--- src/rtl/mips_pkg.sv ---
// mips_pkg: shared load-type codes, register constants and MEM/WB stage record
package mips_pkg;
   localparam int DATA_W = 32;
   localparam int ADDR_W = 5;
   localparam logic [2:0] LT_WORD  = 3'd0;
   localparam logic [2:0] LT_BYTE  = 3'd1;
   localparam logic [2:0] LT_BYTEU = 3'd2;
   localparam logic [2:0] LT_HALF  = 3'd3;
   localparam logic [2:0] LT_HALFU = 3'd4;
   localparam logic [ADDR_W-1:0] REG_ZERO = 5'd0;
   typedef struct packed {
      logic              valid;
      logic              reg_write;
      logic              mem_to_reg;
      logic [2:0]        load_type;
      logic [1:0]        byte_off;
      logic [DATA_W-1:0] alu_result;
      logic [DATA_W-1:0] read_data;
      logic [ADDR_W-1:0] write_reg;
   } stage_t;
endpackage

--- src/rtl/mem_wb_stage_load_align.sv ---
// load_align: little-endian sub-word extraction/extension and alignment check for loads
module load_align
   import mips_pkg::*;
(
   input  logic [31:0] rd_data,
   input  logic [1:0]  byte_off,
   input  logic [2:0]  load_type,
   output logic [31:0] ext_data,
   output logic        misaligned
);
   logic [7:0]  sel_byte;
   logic [15:0] sel_half;
   // pick the addressed lane, then extend according to the load type; unknown codes act as a word load
   always_comb begin
      sel_byte   = rd_data[8*byte_off +: 8];
      sel_half   = byte_off[1] ? rd_data[31:16] : rd_data[15:0];
      ext_data   = (load_type == LT_BYTE)  ? {{24{sel_byte[7]}}, sel_byte} :
                   (load_type == LT_BYTEU) ? {24'd0, sel_byte} :
                   (load_type == LT_HALF)  ? {{16{sel_half[15]}}, sel_half} :
                   (load_type == LT_HALFU) ? {16'd0, sel_half} : rd_data;
      misaligned = (load_type == LT_BYTE || load_type == LT_BYTEU) ? 1'b0 :
                   (load_type == LT_HALF || load_type == LT_HALFU) ? byte_off[0] :
                   (byte_off != 2'd0);
   end
endmodule

--- src/rtl/mem_wb_stage.sv ---
// mem_wb_stage: MEM/WB pipeline register driving the register-file write port, with retire counter
module mem_wb_stage
   import mips_pkg::*;
#(
   parameter int CNT_W = 32
) (
   input  logic              clk,
   input  logic              rst_n,
   input  logic              stall,
   input  logic              flush,
   input  logic              mem_valid,
   input  logic              mem_reg_write,
   input  logic              mem_mem_to_reg,
   input  logic [2:0]        mem_load_type,
   input  logic [1:0]        mem_byte_off,
   input  logic [DATA_W-1:0] mem_alu_result,
   input  logic [DATA_W-1:0] mem_read_data,
   input  logic [ADDR_W-1:0] mem_write_reg,
   output logic [ADDR_W-1:0] w_a3,
   output logic [DATA_W-1:0] w_d,
   output logic              w_e3,
   output logic              wb_exc,
   output logic [CNT_W-1:0]  retire_cnt
);
   stage_t            stage_d, stage_q;
   logic [CNT_W-1:0]  cnt_d, cnt_q;
   logic [DATA_W-1:0] ext_data;
   logic              align_bad, misaligned, depart;

   load_align u_align (
      .rd_data   (stage_q.read_data),
      .byte_off  (stage_q.byte_off),
      .load_type (stage_q.load_type),
      .ext_data  (ext_data),
      .misaligned(align_bad)
   );

   // next stage contents (flush beats stall) and retire count of the departing instruction
   always_comb begin
      stage_d    = flush ? '0 : stall ? stage_q :
                   '{valid: mem_valid, reg_write: mem_reg_write, mem_to_reg: mem_mem_to_reg,
                     load_type: mem_load_type, byte_off: mem_byte_off, alu_result: mem_alu_result,
                     read_data: mem_read_data, write_reg: mem_write_reg};
      misaligned = stage_q.mem_to_reg & align_bad;
      depart     = stage_q.valid & (~stall | flush);
      cnt_d      = cnt_q + CNT_W'(depart & ~misaligned);
   end

   // stage register and counter with synchronous active-low reset
   always_ff @(posedge clk) begin
      if (!rst_n) begin
         stage_q <= '0;
         cnt_q   <= '0;
      end else begin
         stage_q <= stage_d;
         cnt_q   <= cnt_d;
      end
   end

   // writeback port: $0 and misaligned loads never write
   always_comb begin
      w_a3       = stage_q.write_reg;
      w_d        = stage_q.mem_to_reg ? ext_data : stage_q.alu_result;
      w_e3       = stage_q.valid & stage_q.reg_write & ~misaligned & (stage_q.write_reg != REG_ZERO);
      wb_exc     = stage_q.valid & misaligned;
      retire_cnt = cnt_q;
   end
endmodule
--- config.mk ---
export PLATFORM = sky130hd
export DESIGN_NAME = mem_wb_stage
export DESIGN_NICKNAME = d
export VERILOG_FILES = /design/src/rtl/mips_pkg.sv /design/src/rtl/mem_wb_stage_load_align.sv /design/src/rtl/mem_wb_stage.sv
export SDC_FILE = /design/constraint.sdc
export NUM_CORES = 1
export LEC_CHECK = 0
export CAP_MARGIN = 10
export CELL_PAD_IN_SITES_DETAIL_PLACEMENT = 1
export CELL_PAD_IN_SITES_GLOBAL_PLACEMENT = 1
export CORE_MARGIN = 8
export CORE_UTILIZATION = 37
export CTS_CLUSTER_SIZE = 16
export DETAILED_ROUTE_END_ITERATION = 8
export PLACE_DENSITY = 0.87
export SLEW_MARGIN = 20
export SYNTH_ARGS = -nofsm -noshare
export SYNTH_HDL_FRONTEND = slang
export SYNTH_HIERARCHICAL = 1
export SYNTH_SLANG_ARGS = --single-unit
--- constraint.sdc ---
create_clock -name clk -period 3.57 [get_ports clk]
set_input_delay 0.714 -clock clk [delete_from_list [all_inputs] [get_ports clk]]
set_output_delay 0.714 -clock clk [all_outputs]
set_load 0.01 [all_outputs]
Routing congestion map:
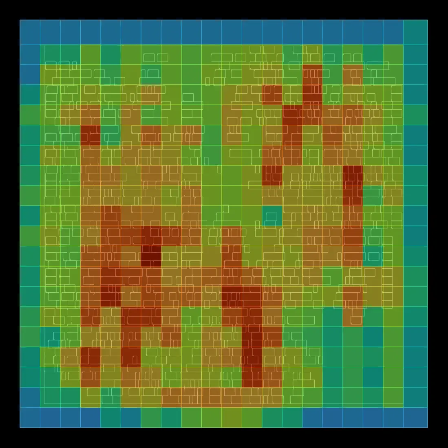
WL/cell: 21.9 um
met3 usage in global routing: 4.24%
final design utilization: 49.9%
GRT met2 Usage: 35.0%

Wiring by layer:
Only two layers are drawn.
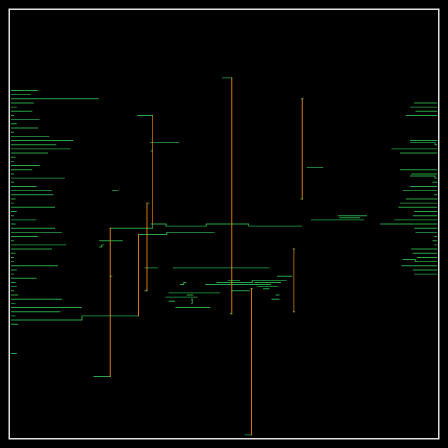
metal 3 -> green  # wire length 1070 um
metal 4 -> orange  # wire length 316 um

Selected gate families:
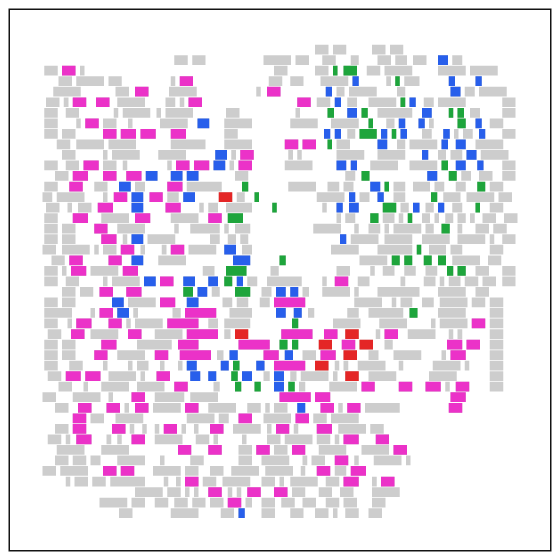
nand cells -> green  # cells 49, most used nand3_1
mux cells -> magenta  # cells 120, most used mux2i_1
aoi and oai cells -> blue  # cells 75, most used a21oi_1
non-inverting ao/oa cells -> red  # cells 8, most used a221o_1

==> impl_metrics.tcl <==
# collected from the flow reports
set metrics [dict create \
    status "complete, no violations" \
    portBuffers 151 \
    dieArea_um2 19400 \
    layout_top_cells "clkdlybuf4s50_1 (150), dfxtp_1 (107), nor2_1 (91), mux2i_1 (77), mux2_2 (33)" \
    cts_tree "built" \
    worst-path-buf-inv 1 \
    synth_flops 109 \
    slowest_delay_ns 0.56 \
    synthFlopType "dfxtp_1" \
    synth_area_leader_cell "dfxtp_1" \
    grt_pass1_vias 5352 \
    synth_warnings 6 \
    async_flop_share_pct 0 \
    cp-start-kind "flip-flop" \
    path_cells "mux4_2 > nor3b_4 > a221o_1 > mux2_2 > clkdlybuf4s50_1" \
    firstDrtPassIters 5 \
    numCtsBuffers 9 \
    yosys_area_um2 5640 \
    rows 45 \
    netlist_area_um2 5640 \
    clkTransAtPathRegs_ns 0.07 \
    p_int_w 0.00199 \
    maxSlewViolCount 0 \
    ys_cells 580 \
    htreeDepth 3 \
]
Sequential cells grouped by signal name:
Scale bar: 50 um.
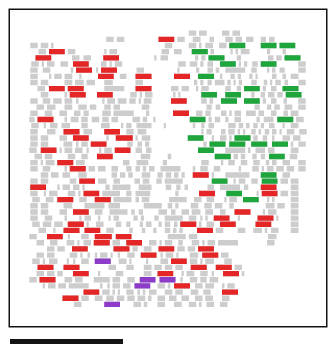
`w_a3` -> purple  # placed flops 5, where south
`retire_cnt` -> green  # placed flops 32
`stage_q` -> red  # placed flops 72

Metal 4:
Scale bar: 50 um.
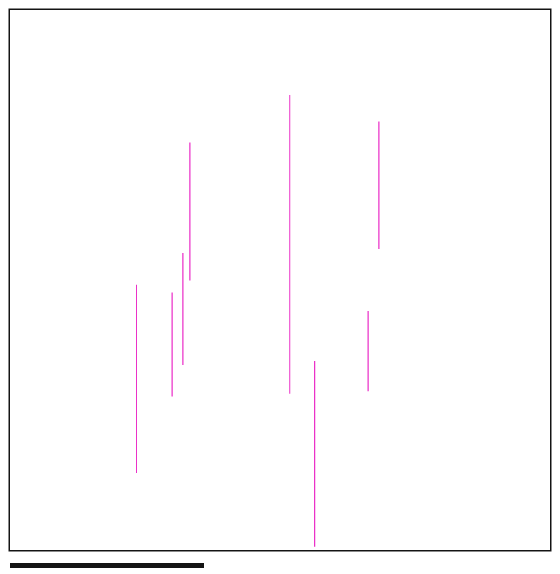
nets with wire on the layer = 5
longest straight run = 76.8 um
main direction = vertical
wire length on this layer = 316 um
share of all routed wire = 1.6%

final timing paths:
| path | cells after the start | to | slack (ns) |
|---|---|---|---|
| setup / recovery | 5 | w_d[14] | 0.13 |
| hold / removal | 2 | stage_q[65]$_SDFFE_PP0N_ | 0.50 |
| setup reg to reg | 12 | retire_cnt[30]$_SDFF_PN0_ | 0.31 |
| hold reg to reg | 2 | stage_q[65]$_SDFFE_PP0N_ | 0.50 |
sequential cells by signal (all words and copies together), names as in the netlist:
| name | count |
|---|---|
| retire_cnt | 32 |
| stage_q | 72 |
| w_a3 | 5 |
logic make-up after synthesis:
family / share of synthesized area (%)
simple gates: 18.2
mux: 24.1
flops: 38.7
compound gates: 10.5
buf+inv: 5.57
xor+xnor: 2.15
fa+ha+maj: 0.666
power groups by stage:
stage,logic (W),clock network [W],registers [W]
final,0.000346,0.00103,0.00128
after global routing,0.000370,0.00110,0.00128
after CTS,0.000348,0.00106,0.00128
after detailed placement,0.000346,0,0.00131
after global placement,0.000335,0,0.00131
after floorplan,0.000190,0,0.00129
per-layer routing:
layer  vias up  GRT usage (%)  part of all wire (%)
met5         -              0                     0
met4         0           6.35                   1.6
met3        19           4.24                   5.5
met2       162           35.0                    50
met1      2558           23.4                    43
li1       2360              -                     -
Yosys cell counts (2+ instances only):
library cell and count:
a21oi_1 21, a221o_1 7, a31oi_1 8, and2_1 5, and3_1 7, and4_1 3, buf_1 9, buf_2 5
buf_4 9, buf_6 8, clkbuf_1 19, dfxtp_1 109, ha_1 3, inv_1 7, mux2_2 33, mux2i_1 77
mux4_2 8, nand2_1 14, nand3_1 16, nand4_1 11, nor2_1 91, nor3_1 9, nor3b_4 2, o211ai_1 8
o21ai_0 6, o2bb2ai_1 16, o31ai_1 12, or3_1 5, or4_1 14, or4_2 2, xnor2_1 4, xor2_1 8
metrics by stage:
stage,total power [W],hold WS [ns],area (um2),instances
after detailed placement,0.00165,0.488,7200,881
after floorplan,0.00148,0.459,5640,580
after CTS,0.00268,0.505,7500,897
after global placement,0.00164,0.464,7200,881
final,0.00266,0.500,7500,897
after global routing,0.00275,0.536,7500,897
worst register-to-register path, cell delays in order (launching register included):
cell,delay [ns]
dfxtp_1,0.49
nor3b_4,0.26
nor2b_1,0.08
o32a_1,0.19
nand2_1,0.09
nand2_1,0.11
a21oi_1,0.21
ha_1,0.25
ha_1,0.23
nand3_1,0.07
or4_1,0.54
or4_1,0.50
a21oi_1,0.16
layout make-up:
class	count	share of cell area, %
Timing Repair Buffer	163	21.5
Tap cell	188	3.13
Clock buffer	10	3.05
Inverter	7	0.350
Clock inverter	6	0.950
Multi-Input combinational cell	414	41.9
Sequential cell	109	29.1
Power figures rest on the tool's default switching activity, not on a simulated workload.
